==> config.mk <==
export PLATFORM = sky130hd
export DESIGN_NAME = univ_shift_reg
export DESIGN_NICKNAME = d
export VERILOG_FILES = /design/src/rtl/shift_pkg.sv /design/src/rtl/shift_step.sv /design/src/rtl/univ_shift_reg.sv
export SDC_FILE = /design/constraint.sdc
export NUM_CORES = 1
export LEC_CHECK = 0
export CAP_MARGIN = 20
export CORE_ASPECT_RATIO = 0.8
export CORE_MARGIN = 1
export CORE_UTILIZATION = 50
export DETAILED_ROUTE_END_ITERATION = 8
export GPL_ROUTABILITY_DRIVEN = 0
export PLACE_DENSITY = 0.82
export SKIP_CTS_REPAIR_TIMING = 1
export SYNTH_ARGS = -nofsm -noshare
export SYNTH_HDL_FRONTEND = slang
export SYNTH_SLANG_ARGS = --single-unit
==> constraint.sdc <==
create_clock -name clk -period 3.3 [get_ports clk]
set_clock_uncertainty 0.15 [all_clocks]
set_input_delay 0.66 -clock clk [delete_from_list [all_inputs] [get_ports clk]]
set_output_delay 0.66 -clock clk [all_outputs]
set_load 0.02 [all_outputs]
### M1 wires, run 1

Supply wires on this layer in grey.
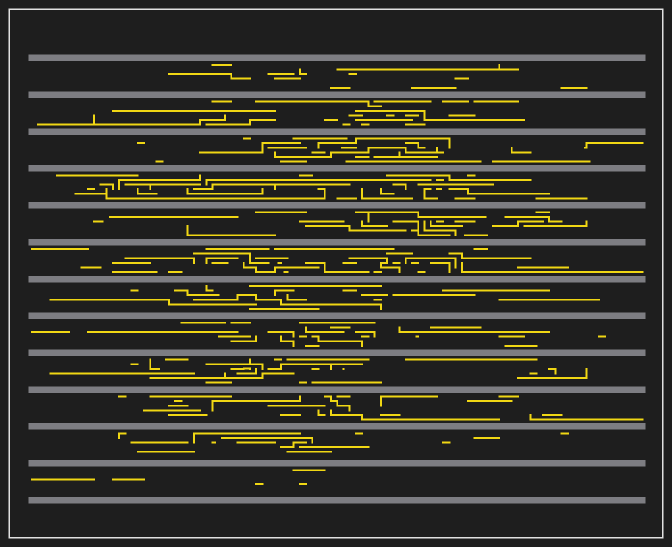
nets with wire on the layer	107
share of all routed wire	47%
main direction	horizontal
final WL: 1.72 mm
via count: 746
grt met1 use: 32.0%

### Local utilization, run 1

10 x 8 tiles, from white (low) to dark blue (high), 0 to 100% covered.
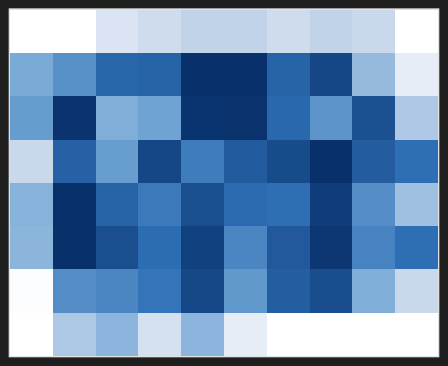
mean over tiles	57%
nearly empty tiles	11%
tiles over 75% full	41%
densest ninth of the die	middle
fullest tile	100%
core area: 1490 um^2
floorplan core density: 57.2%

### Placed cells, one colour a class, run 1

The bar under the picture is 10 um long. Fill, decap, tap and diode cells in grey.
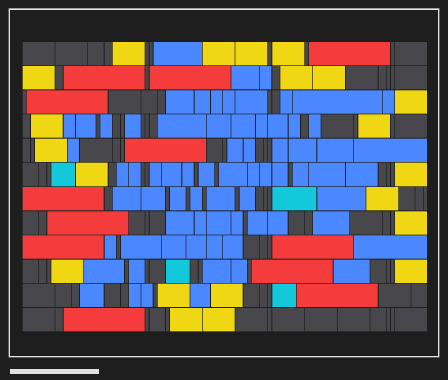
colour	class	cells
yellow	other buffers and delay cells	21
cyan	clock drivers and dummy loads	4
blue	all other logic	72
red	flops	12
Util after Layout: 73.7%
Seq/total area: 27.4%
Finished Cell Area: 1100 um^2

==> results.yml, run 1 <==
# yosys + openroad results
sta:
  setup_viol: 0
  slew_violations: 0
  rsz0062_at_grt: "no"
  worst_slew_pin_slew_ns: 0.654
  fin_crit_sh_pct: 78.3
  hold_violations: 0
  final.setup.tns_ns: 0
  hold_slack_ns: 0.399
  fmax_mhz: 387
min_path:
  hold_depth: 1
  holdCritPathClass: "reg2reg"
drt:
  dr.pass1.iters: 4
  viasPerCell: 5.74
  drc: 0
  wl_met2_um: 751
  dr_wl_met3_um: 130
  drt-initial-drc-count: 25
  wl_met1_um: 809
  detail_route.wl_per_cell_um: 13.2
  postRouteAntennaNets: 0
  dr.max_layer_used: "met4"
synth:
  ys_seq_share_pct: 35.3
  ys_chip_area_um2: 851
  synth-async-reset-ratio_pct: 100
  synth_cells: 87
  synthesis.area_um2: 851
  synth_cell_types: 32
  edf_count: 0
  synth-seq-cells: 12
  ys_cells: 87
  syn-num-nets: 105
  synth.avg_cell_area_um2: 9.78
  yosys_most_used_dff: "dfrtp_1"
  yosys_warnings: 0
flow_run:
  warnings: 27
  drv_cap: 0
global_routing:
  antenna_found_initial: 0
  first_global_vias: 633
  grt_max_degree: 16
  overflow: 0
  grt_pass1_wl_mm: 2.79
  track_usage_pct: 23.0
worst_setup_path:
  worst-setup-path-type: "reg2out"
  crit_buf_inv: 1
  cp_top_family: "flip-flops"
  reg2reg_slack_ns: 1.01
  endpoint_kind: "output pin"
  max_stage_delay_ns: 0.77
  crit_slowest_cell: "dfrtp_1"
  cp-start-kind: "flip-flop"
  arrival_ns: 1.78
  cp.required_ns: 2.49
  cp_num_cells: 1
  worstPathCellList: "clkdlybuf4s50_1"
  cp_max_fo: 15
  r2r_cells: 5
power:
  swShare_pct: 33.1
  vdd_drop_max_mv: 0.277
  seqPwrFrac_pct: 39.7
  switching_power_w: 0.000167
  pwr-share-clk_pct: 23.7
  fin_total_pwr_w: 0.000504
  pwr_density_cell_nw_per_um2: 460
  p_comb_share_pct: 36.6
  leakagePower_nw: 0.452
  internal_power_w: 0.000337
placed_design:
  dp.cells: 126
  dp_hpwl_mm: 1.31
cells_and_area:
  largest_reg_flops: 4
  fin_nets: 128
  stdcell_count: 130
  fillers: 100
  areaGrowthSynthToFinish_pct: 28.8
  lay_top_cells: "clkdlybuf4s50_1, dfrtp_1, nand2_1"
  num_antenna_cells: 0
  drive_above_1_share_pct: 12.8
floorplanning:
  std_cell_rows: 12
  die_h_um: 38.9
  chip_area_um2: 1870
  die_x_um: 48.1
  io_pins: 22
clock_tree:
  cts_root_buf: "clkbuf_4"
  cts.sinks: 12
  cts_buffer_depth: 2
  h-tree-depth: 1
  clk_pin_slew_ns: 0.08
  cts_tree: "done"
  numCtsBuffers: 3
run_status:
  status: "finished clean"
[run 1: area by class of cell]
class | count | area [um^2] | share of cell area, %
tap | 21 | 26.3 | 2.40
timing repair buffer | 21 | 210 | 19.2
multi-input combinational | 65 | 497 | 45.3
clock buffer | 4 | 36.3 | 3.31
sequential | 12 | 300 | 27.4
inverter | 7 | 26.3 | 2.40
[run 1: cell usage after synthesis, types with 2 or more instances]
cell,count,share of area (%)
dfrtp_1,12,35
nand2_1,11,4.9
inv_1,7,3.1
nor2_1,6,2.6
a21oi_1,5,2.9
a31oi_1,4,2.9
mux2_2,4,5.3
o21ai_0,4,2.4
mux2_4,3,5.3
a211oi_1,2,1.8
buf_6,2,2.6
ha_1,2,2.9
mux2i_1,2,2.4
mux2i_4,2,5.3
nand2b_1,2,1.5
nand3_1,2,1.2
xnor2_1,2,2.1
[run 1: through the flow]
stage,cell area (um^2),setup slack (ns)
6_report,1100,0.715
3_3_place_gp,1060,0.823
5_1_grt,1100,0.610
3_5_place_dp,1060,0.798
4_1_cts,1100,0.700
2_1_floorplan,851,1.32
[run 1: logic make-up after synthesis]
kind of cell	Yosys count	share of synthesized area (%)
flops	12	35.3
mux	11	18.2
buf+inv	10	6.32
simple gates	26	14.3
fa+ha+maj	2	2.94
xor+xnor	2	2.06
compound gates	24	20.9
[run 1: power groups by stage]
stage	Combinational [W]	Clock [W]	Sequential (W)
finish	0.000184	0.000120	0.000200
CTS	0.000184	0.000123	0.000200
global route	0.000202	0.000130	0.000204
detailed placement	0.000183	0	0.000203
global placement	0.000182	0	0.000202
floorplan	0.000117	0	0.000208
[run 1: per-layer routing]
layer	vias up	track usage, %
met5	-	0
met4	0	9.72
met3	4	8.88
met2	33	31.4
met1	347	32.0
li1	362	-
--- run 2 (diff from run 1) ---
- CORE_UTILIZATION: 50 -> 47
- PLACE_DENSITY: 0.82 -> 0.77
- clock period: 3.3 -> 2.55 ns (I/O delays scaled with it)
### Wires at chosen ports, followed through buffers, run 2

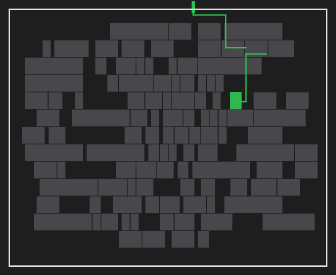
colour	port	bits	direction	end cells	buffers	wire
green	ser_msb	1	input	1	1	25.5 um
Port Buffers: 21
IO Count: 22

==> results.yml, run 2 <==
# yosys + openroad results
global_routing:
  antenna_found_initial: 0
  overflow: 0
  grt_pass1_wl_mm: 2.93
  first_global_vias: 649
  track_usage_pct: 20.7
  grt_max_degree: 13
synth:
  synth-seq-cells: 12
  synthesis.area_um2: 851
  synth_cell_types: 32
  edf_count: 0
  synth-async-reset-ratio_pct: 100
  top_cell: "dfrtp_1"
  syn-num-nets: 105
  synth_cells: 87
  yosys_most_used_dff: "dfrtp_1"
  top_area_cell: "dfrtp_1"
  synthTopCellsByCount: "dfrtp_1, nand2_1, inv_1, nor2_1, a21oi_1"
  ys_seq_share_pct: 35.3
  ys_chip_area_um2: 851
  yosys_warnings: 0
drt:
  viasPerCell: 5.38
  detail_route.wl_per_cell_um: 13.6
  drt_wl_total_mm: 1.80
  dr.pass1.iters: 4
  drt-initial-drc-count: 15
  routed-via-count: 715
min_path:
  holdCritPathClass: "in2async"
flow_run:
  warnings: 27
  drv_cap: 0
worst_setup_path:
  cp_top_family: "buffers and inverters"
  endpoint_kind: "output pin"
  r2r_cells: 5
  crit_slowest_cell: "clkdlybuf4s50_1"
  worstPathCellList: "clkdlybuf4s50_1"
  cp-start-kind: "flip-flop"
  cp_num_cells: 1
  crit_buf_inv: 1
  reg2reg_slack_ns: 0.46
  arrival_ns: 1.56
  worst-setup-path-type: "reg2out"
  cp.required_ns: 1.89
  max_stage_delay_ns: 0.68
sta:
  fin_crit_sh_pct: 87.2
  final.setup.tns_ns: 0
  rsz0062_at_grt: "no"
  setup_viol: 0
  worst_slew_pin_slew_ns: 0.477
  hold_violations: 0
  fmax_mhz: 450
  slew_violations: 0
clock_tree:
  cts.sinks: 12
  h-tree-depth: 1
  cts_root_buf: "clkbuf_4"
  cts_tree: "done"
power:
  vdd_drop_max_mv: 0.457
  internal_power_w: 0.000439
  p_comb_share_pct: 37.5
  switching_power_w: 0.000216
  seqPwrFrac_pct: 39.1
  leakagePower_nw: 0.462
  pwr_density_cell_nw_per_um2: 588
  pwr-share-clk_pct: 23.4
cells_and_area:
  num_antenna_cells: 0
  drive_above_1_share_pct: 14.4
  lay_top_cells: "clkdlybuf4s50_1, dfrtp_1, nand2_1"
  comb_area_um2: 497
  seq_area_um2: 300
  areaGrowthSynthToFinish_pct: 30.7
  fillers: 136
  largest_reg_flops: 4
  fin_nets: 130
floorplanning:
  die_x_um: 49.6
  die_h_um: 40.1
  fp_util_pct: 51.3
  chip_area_um2: 1990
  core_area_um2: 1660
  std_cell_rows: 13
run_status:
  status: "finished clean"
placed_design:
  dp_hpwl_mm: 1.39
[run 2: kinds of logic after synthesis]
kind of cell    share of synthesized area [%]
xor+xnor                                 2.06
flops                                    35.3
mux                                      18.2
buf+inv                                  6.32
compound gates                           20.9
simple gates                             14.3
fa+ha+maj                                2.94
[run 2: power by group through the flow]
stage / sequential (W) / combinational (W) / clock, W
final: 0.000256 / 0.000246 / 0.000153
after global routing: 0.000262 / 0.000267 / 0.000170
after CTS: 0.000256 / 0.000246 / 0.000159
after detailed placement: 0.000260 / 0.000244 / 0
after global placement: 0.000259 / 0.000241 / 0
after floorplan: 0.000269 / 0.000151 / 0
[run 2: area by class of cell]
class / count / share of cell area (%)
multi-input cells: 65 / 44.7
flip-flops and latches: 12 / 27.0
repair buffers: 23 / 20.2
clock buffers: 4 / 3.26
inverters: 7 / 2.36
well taps: 22 / 2.47
[run 2: metal layers]
| metal | part of all wire [%] | track usage, % | vias to the layer above |
|---|---|---|---|
| met4 | 0.50 | 5.71 | 0 |
| met1 | 52 | 28.2 | 333 |
| met3 | 4.2 | 6.82 | 2 |
| met5 | 0 | 0 | - |
| li1 | - | - | 363 |
| met2 | 43 | 31.4 | 17 |
[run 2: metrics by stage]
step	setup slack, ns	utilization, %	total power (W)	area, um^2	instances
after floorplan	0.569	-	0.000420	851	87
final	0.327	67.0	0.000655	1110	133
after global placement	0.220	64.9	0.000500	1080	129
after detailed placement	0.196	64.9	0.000503	1080	129
after CTS	0.317	67.0	0.000660	1110	133
after global routing	0.249	67.0	0.000699	1110	133
Power is estimated from default activity; no workload was simulated.
